`src/rtl/fir_mac_seq_if.sv`:
```
// Handshake and coefficient-ROM bundle for the sequential FIR MAC engine.
// master = engine side, slave = sample source / sink / ROM side.
interface fir_mac_seq_if #(
  parameter int DATA_WIDTH = 16,
  parameter int COEF_WIDTH = 16,
  parameter int ADR_WIDTH  = 8,
  parameter int OUT_WIDTH  = 16
);
  logic                         s_valid;
  logic                         s_ready;
  logic signed [DATA_WIDTH-1:0] s_data;
  logic        [ADR_WIDTH-1:0]  rom_adr;
  logic signed [COEF_WIDTH-1:0] rom_q;
  logic                         m_valid;
  logic                         m_ready;
  logic signed [OUT_WIDTH-1:0]  m_data;

  modport master (
    input  s_valid, s_data, rom_q, m_ready,
    output s_ready, rom_adr, m_valid, m_data
  );

  modport slave (
    output s_valid, s_data, rom_q, m_ready,
    input  s_ready, rom_adr, m_valid, m_data
  );
endinterface

```
`src/rtl/fir_mac_seq.sv`:
```
// Single-multiplier FIR: walks the coefficient ROM once per accepted sample,
// MACs against a circular delay line and emits one saturated result.
module fir_mac_seq #(
  parameter int DATA_WIDTH  = 16,
  parameter int COEF_WIDTH  = 16,
  parameter int ADR_WIDTH   = 8,
  parameter int TAPS        = 256,
  parameter int ROM_LATENCY = 2,
  parameter int OUT_WIDTH   = 16,
  parameter int OUT_SHIFT   = 15
) (
  input  logic             clk,
  input  logic             reset,
  fir_mac_seq_if.master    bus
);

  localparam int ACC_WIDTH  = DATA_WIDTH + COEF_WIDTH + ADR_WIDTH;
  localparam int PROD_WIDTH = DATA_WIDTH + COEF_WIDTH;
  localparam int IDX_W      = (TAPS > 1) ? $clog2(TAPS) : 1;

  localparam logic [IDX_W-1:0]     LAST_IDX = IDX_W'(TAPS - 1);
  localparam logic [ADR_WIDTH-1:0] LAST_K   = ADR_WIDTH'(TAPS - 1);

  localparam logic signed [ACC_WIDTH-1:0] SAT_MAX =
    {{(ACC_WIDTH-OUT_WIDTH+1){1'b0}}, {(OUT_WIDTH-1){1'b1}}};
  localparam logic signed [ACC_WIDTH-1:0] SAT_MIN =
    {{(ACC_WIDTH-OUT_WIDTH+1){1'b1}}, {(OUT_WIDTH-1){1'b0}}};
  localparam logic signed [OUT_WIDTH-1:0] OUT_MAX = {1'b0, {(OUT_WIDTH-1){1'b1}}};
  localparam logic signed [OUT_WIDTH-1:0] OUT_MIN = {1'b1, {(OUT_WIDTH-1){1'b0}}};

  typedef enum logic [2:0] {
    ST_INIT, ST_IDLE, ST_RUN, ST_DRAIN, ST_OUT
  } state_t;

  // Arithmetic shift floors toward -inf; the clamp then fits OUT_WIDTH.
  function automatic logic signed [OUT_WIDTH-1:0] sat_shift(
    input logic signed [ACC_WIDTH-1:0] a
  );
    logic signed [ACC_WIDTH-1:0] s;
    s = a >>> OUT_SHIFT;
    if (s > SAT_MAX)      return OUT_MAX;
    else if (s < SAT_MIN) return OUT_MIN;
    else                  return s[OUT_WIDTH-1:0];
  endfunction

  function automatic logic [IDX_W-1:0] idx_inc(input logic [IDX_W-1:0] i);
    return (i == LAST_IDX) ? '0 : i + IDX_W'(1);
  endfunction

  function automatic logic [IDX_W-1:0] idx_dec(input logic [IDX_W-1:0] i);
    return (i == '0) ? LAST_IDX : i - IDX_W'(1);
  endfunction

  state_t                        state, state_nxt;
  logic [IDX_W-1:0]              wptr;
  logic [IDX_W-1:0]              rd_idx;
  logic [ADR_WIDTH-1:0]          k;
  logic [ADR_WIDTH-1:0]          rom_adr;
  logic                          m_valid;
  logic signed [OUT_WIDTH-1:0]   m_data;
  logic signed [ACC_WIDTH-1:0]   acc;
  logic [ROM_LATENCY-1:0]        vld_p;
  logic signed [DATA_WIDTH-1:0]  samp_p [ROM_LATENCY];
  logic signed [DATA_WIDTH-1:0]  dly [TAPS];
  logic                          wr_en;
  logic signed [DATA_WIDTH-1:0]  wr_data;
  logic signed [PROD_WIDTH-1:0]  prod;
  logic signed [ACC_WIDTH-1:0]   prod_ext;

  assign bus.s_ready = (state == ST_IDLE);
  assign bus.rom_adr = rom_adr;
  assign bus.m_valid = m_valid;
  assign bus.m_data  = m_data;

  always_comb begin
    state_nxt = state;
    wr_en     = 1'b0;
    wr_data   = '0;
    case (state)
      ST_INIT: begin
        wr_en = 1'b1;
        if (wptr == LAST_IDX) state_nxt = ST_IDLE;
      end
      ST_IDLE: begin
        if (bus.s_valid) begin
          wr_en     = 1'b1;
          wr_data   = bus.s_data;
          state_nxt = ST_RUN;
        end
      end
      ST_RUN:   if (k == LAST_K) state_nxt = ST_DRAIN;
      ST_DRAIN: if (vld_p == '0) state_nxt = ST_OUT;
      ST_OUT:   if (bus.m_ready) state_nxt = ST_IDLE;
      default:  state_nxt = ST_INIT;
    endcase
  end

  // Delay line: INIT zero-fills through wptr, IDLE writes the accepted sample.
  always_ff @(posedge clk) begin
    if (wr_en) dly[wptr] <= wr_data;
  end

  // Stage p0..pN: sample read aligned to the ROM's registered output.
  always_ff @(posedge clk) begin
    samp_p[0] <= dly[rd_idx];
    for (int i = 1; i < ROM_LATENCY; i++) samp_p[i] <= samp_p[i-1];
  end

  assign prod     = samp_p[ROM_LATENCY-1] * bus.rom_q;
  assign prod_ext = ACC_WIDTH'(prod);

  always_ff @(posedge clk or posedge reset) begin
    if (reset) begin
      state   <= ST_INIT;
      wptr    <= '0;
      rd_idx  <= '0;
      k       <= '0;
      rom_adr <= '0;
      m_valid <= 1'b0;
      m_data  <= '0;
      acc     <= '0;
      vld_p   <= '0;
    end else begin
      state    <= state_nxt;
      vld_p[0] <= (state == ST_RUN);
      for (int i = 1; i < ROM_LATENCY; i++) vld_p[i] <= vld_p[i-1];
      case (state)
        ST_INIT: wptr <= idx_inc(wptr);
        ST_IDLE: begin
          if (bus.s_valid) begin
            rd_idx  <= wptr;
            wptr    <= idx_inc(wptr);
            k       <= '0;
            rom_adr <= '0;
            acc     <= '0;
          end
        end
        ST_RUN: begin
          if (k != LAST_K) begin
            k       <= k + ADR_WIDTH'(1);
            rom_adr <= k + ADR_WIDTH'(1);
            rd_idx  <= idx_dec(rd_idx);
          end
        end
        ST_DRAIN: begin
          if (vld_p == '0) begin
            m_valid <= 1'b1;
            m_data  <= sat_shift(acc);
          end
        end
        ST_OUT:  if (bus.m_ready) m_valid <= 1'b0;
        default: ;
      endcase
      // MAC stage: accumulate once the aligned tap reaches the end of the pipe.
      if (vld_p[ROM_LATENCY-1]) acc <= acc + prod_ext;
    end
  end

endmodule

```
`src/flat_wrapper.sv`:
```
// flat-port wrapper written by rule: the top's interface ports become plain ports
module fir_mac_seq_flat 
#(
  parameter int DATA_WIDTH  = 16,
  parameter int COEF_WIDTH  = 16,
  parameter int ADR_WIDTH   = 8,
  parameter int TAPS        = 256,
  parameter int ROM_LATENCY = 2,
  parameter int OUT_WIDTH   = 16,
  parameter int OUT_SHIFT   = 15
)
  (clk, reset, bus_s_valid, bus_s_data, bus_rom_q, bus_m_ready, bus_s_ready, bus_rom_adr, bus_m_valid, bus_m_data);
  fir_mac_seq_if #(.DATA_WIDTH(DATA_WIDTH), .COEF_WIDTH(COEF_WIDTH), .ADR_WIDTH(ADR_WIDTH), .OUT_WIDTH(OUT_WIDTH)) bus_i ();
  input  logic clk;
  input  logic reset;
  input wire logic [$bits(bus_i.s_valid)-1:0] bus_s_valid;
  input wire logic [$bits(bus_i.s_data)-1:0] bus_s_data;
  input wire logic [$bits(bus_i.rom_q)-1:0] bus_rom_q;
  input wire logic [$bits(bus_i.m_ready)-1:0] bus_m_ready;
  output wire logic [$bits(bus_i.s_ready)-1:0] bus_s_ready;
  output wire logic [$bits(bus_i.rom_adr)-1:0] bus_rom_adr;
  output wire logic [$bits(bus_i.m_valid)-1:0] bus_m_valid;
  output wire logic [$bits(bus_i.m_data)-1:0] bus_m_data;
  assign bus_i.s_valid = bus_s_valid;
  assign bus_i.s_data = bus_s_data;
  assign bus_i.rom_q = bus_rom_q;
  assign bus_i.m_ready = bus_m_ready;
  assign bus_s_ready = bus_i.s_ready;
  assign bus_rom_adr = bus_i.rom_adr;
  assign bus_m_valid = bus_i.m_valid;
  assign bus_m_data = bus_i.m_data;
  fir_mac_seq #(.DATA_WIDTH(DATA_WIDTH), .COEF_WIDTH(COEF_WIDTH), .ADR_WIDTH(ADR_WIDTH), .TAPS(TAPS), .ROM_LATENCY(ROM_LATENCY), .OUT_WIDTH(OUT_WIDTH), .OUT_SHIFT(OUT_SHIFT)) u_core (.clk(clk), .reset(reset), .bus(bus_i));
endmodule
```
`config.mk`:
```
export PLATFORM = sky130hd
export DESIGN_NAME = fir_mac_seq_flat
export DESIGN_NICKNAME = d
export VERILOG_FILES = /design/src/rtl/fir_mac_seq_if.sv /design/src/rtl/fir_mac_seq.sv /design/src/flat_wrapper.sv
export SDC_FILE = /design/constraint.sdc
export NUM_CORES = 2
export LEC_CHECK = 0
export CAP_MARGIN = 30
export CORE_ASPECT_RATIO = 0.9
export CORE_MARGIN = 5
export CORE_UTILIZATION = 45
export DETAILED_ROUTE_END_ITERATION = 10
export PLACE_DENSITY = 0.65
export SETUP_SLACK_MARGIN = 0.2
export SLEW_MARGIN = 20
export SYNTH_ARGS = -nofsm -noshare
export SYNTH_HDL_FRONTEND = slang
export SYNTH_MEMORY_MAX_BITS = 65536
export SYNTH_SLANG_ARGS = --single-unit
```
`constraint.sdc`:
```
create_clock -name clk -period 7.21 [get_ports clk]
set_input_delay 0.721 -clock clk [delete_from_list [all_inputs] [get_ports clk]]
set_output_delay 0.721 -clock clk [all_outputs]
set_load 0.05 [all_outputs]
```
Figure 1. Cells colored by class.
(1 px per um)
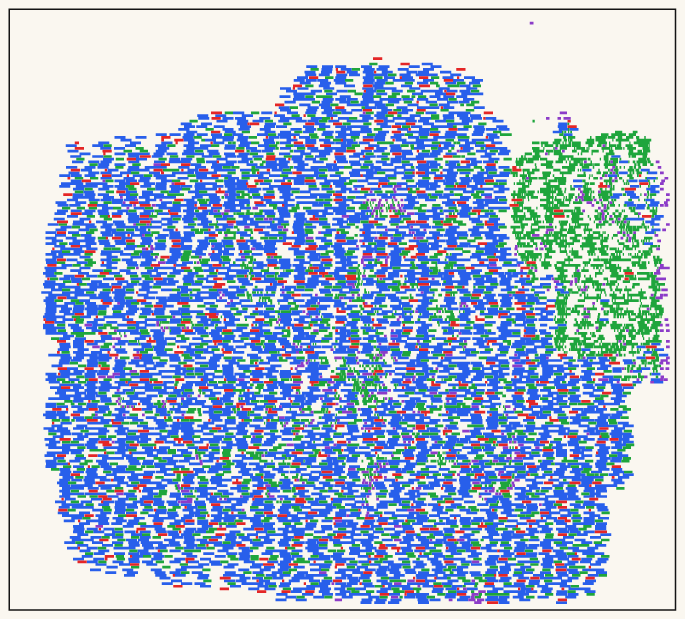
Key: red = clock drivers and dummy loads [cells 763, share of their area 6.9%]; green = remaining logic cells [cells 3585, share of their area 24%]; purple = remaining buffers and delay cells [cells 572, share of their area 2.9%]; blue = registers [cells 4214, share of their area 66%]
Cell Rows: 216
post-layout util: 51.3%
flop share of the area: 63.7%
core box area: 385000 sq um
fin area: 197000 sq um

Figure 2. I/O nets highlighted.
(1 px per um)
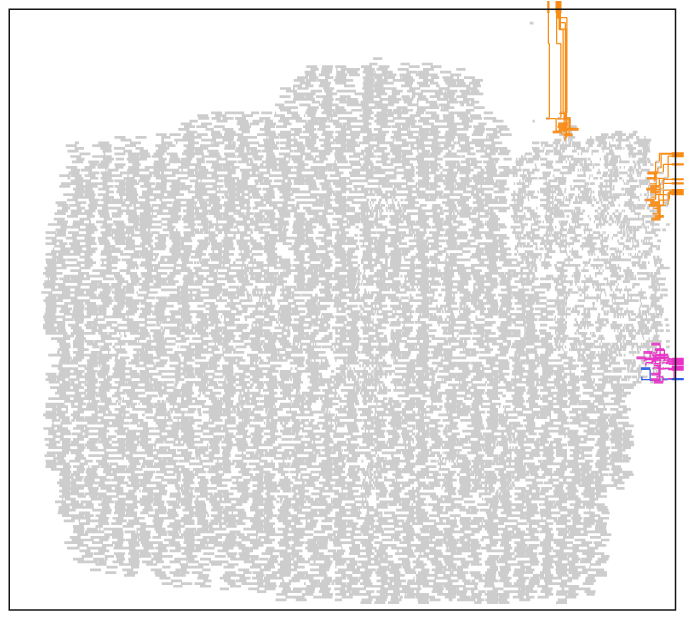
Key: blue = bus_m_valid [bits 1, direction output, edge east, end cells 1, wire 44.5 um]; magenta = bus_rom_adr [bits 8, direction output, edge east, end cells 8, wire 334 um]; orange = bus_m_data [bits 16, direction output, edge 10 east, 6 north, end cells 16, wire 1240 um]

Figure 3. Clock wires, drivers and flops.
(1 px per um)
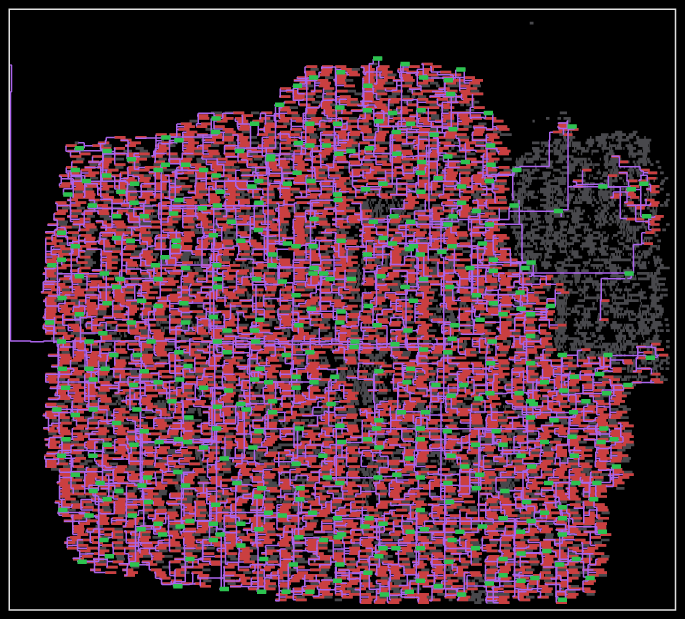
Key: green = clock-net drivers [count 412]; purple = clock wires [length 46.3 mm]; red = flip-flops [count 4214]
Position of the flops: all over the die. There are 413 routed clock nets.

Figure 4. Metal 3.
(1 px per um)
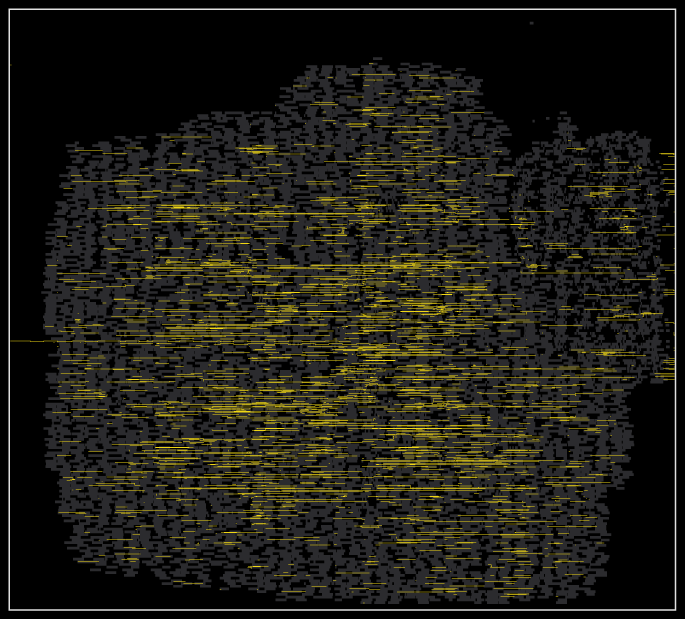
The layer carries 38.6 mm of wire. 977 nets have wire on it. The longest straight run is 249 um.

Figure 5. The clock network.
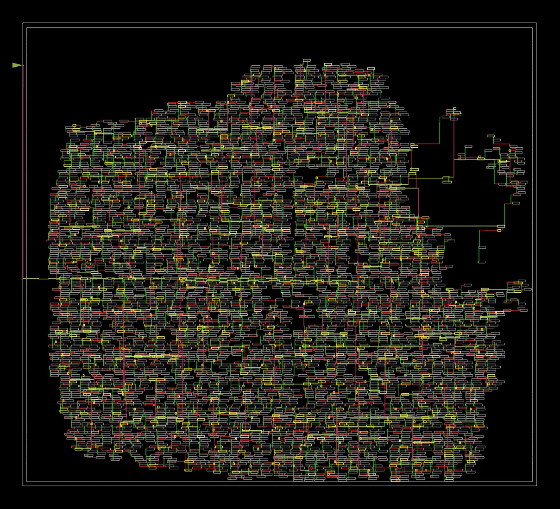
Layout clock buffers: 490
skew final: 0.0899 ns

==> flow_summary_export.csv <==
group,metric,value,unit
status,status,"finished clean",
route,routedWlPerCell,30.5,um
synthesis,yosys_warnings,0,
final_layout,lay_top_count,"edfxtp_1",
synthesis,edf_count,4096,
synthesis,async_flop_share,2.04,%
final_layout,nNetsFinal,9273,
clock_tree,cts_sinks,4214,
synthesis,top_area_share,70.8,%
global_route,grt_overflow,0,
route,drc_errors,0,
final_layout,drive_gt1_share,27.6,%
clock_tree,cts_buffer_depth,4,
clock_tree,cts.repair.resized,0,
critical_path,rr_worst_depth,22,
global_route,antenna_found_initial,12,
job,warnings,80,
hold_path,hold_class,"input pin to async pin",
floorplanning,chip_area,398000,sq um
critical_path,crit_type,"register to register",
critical_path,critPathMaxStageDelay,0.66,ns
placed_design,post-dp-hpwl,261000,um
global_route,grt_pass1_vias,87300,
synthesis,netlist_instances,8227,
route,first_pass_iters,5,
sta,finalWorstSetupSlack,0.652,ns
floorplanning,fp_util,45.2,%
critical_path,timing.critical_path.mode_cell,"fa_1",
sta,rsz0062_at_grt,"no",
critical_path,slowest_stage,"dfxtp_1",
critical_path,critical_path_required,8.04,ns
sta,fin_crit_sh,91.0,%
placed_design,place.gp.congestion,0.847,
critical_path,crit_family,"adder cells",
route,first_iter_violations,10700,
route,vias,85400,
clock_tree,cts_setup_buffers,0,
synthesis,ys_cells,8227,
synthesis,syn_area,174000,sq um
route,antenna_left,0,
final_layout,syn_to_final_growth,13.7,%
route,viasPerCell,5.99,
sta,slew-limit-headroom,32.0,%
critical_path,crit_start,"u_core.samp_p[0][24]",
synthesis,synthTopCellsByArea,"edfxtp_1 71%, mux4_2 16%, fa_1 3.8%",
critical_path,cp_max_fo,10,
final_layout,final_cell_mix,"4096 x edfxtp_1, 1233 x mux4_2, 418 x inv_1, 418 x clkbuf_16, 412 x buf_4",
clock_tree,cts_hold_buf,0,
sta,tightestPinTransition,1.02,ns
floorplanning,die_w,665,um
synthesis,yosys-stat-area,174000,sq um
critical_path,setup.worst_path.end,"u_core.acc[36]",
clock_tree,clk_pin_slew,0.06,ns
route,drt-total-wl,435000,um
critical_path,cp_num_cells,22,
placed_design,pre_cts_ws,-0.248,ns
critical_path,start_kind,"register",
synthesis,ys_seq_share,72.4,%
critical_path,reg2reg_from,"u_core.samp_p[0][24]",
sta,setup_viol,0,
critical_path,timing.critical_path.buf_inv,5,
floorplanning,dieHeight,599,um
synthesis,numSynthFlops,4214,
critical_path,reg2reg_to,"u_core.acc[36]",
sta,hold_violations,0,
clock_tree,clock_latency,0.97,ns
critical_path,critical_path_arrival,7.38,ns
placed_design,port-buffer-count,61,
critical_path,endpoint_kind,"register",
sta,max_freq,152,MHz
clock_tree,cts_root_buffer,"clkbuf_16",
sta,whs,0.320,ns
floorplanning,ioPinCount,62,
sta,maxSlewViolCount,0,
## flip-flops by register name, summed over array words and instances (netlist names)
signal,flops
u_core.k,8
u_core.vld_p,2
u_core.samp_p,32
u_core.acc,40
u_core.dly,4096
u_core.rd_idx,8
u_core.bus.m_valid,1
u_core.state,3
u_core.wptr,8
u_core.bus.m_data,16
## cell usage after synthesis (28+ instances only)
master and instances:
edfxtp_1 4096, mux4_2 1233, inv_1 419, nor2_1 341, fa_1 330, nand2_1 261, clkbuf_1 234, and2_1 134
mux2i_1 133, a21oi_1 128, ha_1 122, buf_2 104, o21ai_0 96, dfrtp_1 86, buf_4 58, nand3_1 42
o221ai_1 37, o22ai_1 36, dfxtp_1 32, buf_1 28
## layer usage
layer  vias up  GRT usage [%]  part of all wire [%]
met5         -              0                 0.013
met3       662           3.68                   8.9
met4         8           5.99                   2.9
li1      34400              -                     -
met1     46200           31.8                    41
met2      4137           34.2                    47
## final cells by class
cell class	instances	area, sq um
clock inverter	273	2480
sequential	4214	126000
fill	29600	187000
antenna	5	12.5
clock buffer	490	10800
inverter	419	1580
tap	5123	6410
multi-input combinational	3166	44900
timing repair buffer	572	5510
## stage by stage
stage                     cells  TNS, ns  util, %  instance area (sq um)
after global placement    13400    -1.16     47.7                 183000
final                     14300        0     51.3                 197000
after CTS                 14200        0     51.3                 197000
after detailed placement  13500    -1.55     47.8                 184000
after global routing      14300        0     51.3                 197000
after floorplan            8227        0        -                 174000
## cell families after synthesis
group | count (synthesis) | synth area share, %
AND/OR/NAND/NOR | 875 | 2.25
multiplexers | 1393 | 16.9
XOR/XNOR | 45 | 0.227
buffers and inverters | 847 | 2.05
flip-flops | 4214 | 72.4
adder cells (fa/ha/maj) | 452 | 4.68
AND-OR/OR-AND | 401 | 1.44
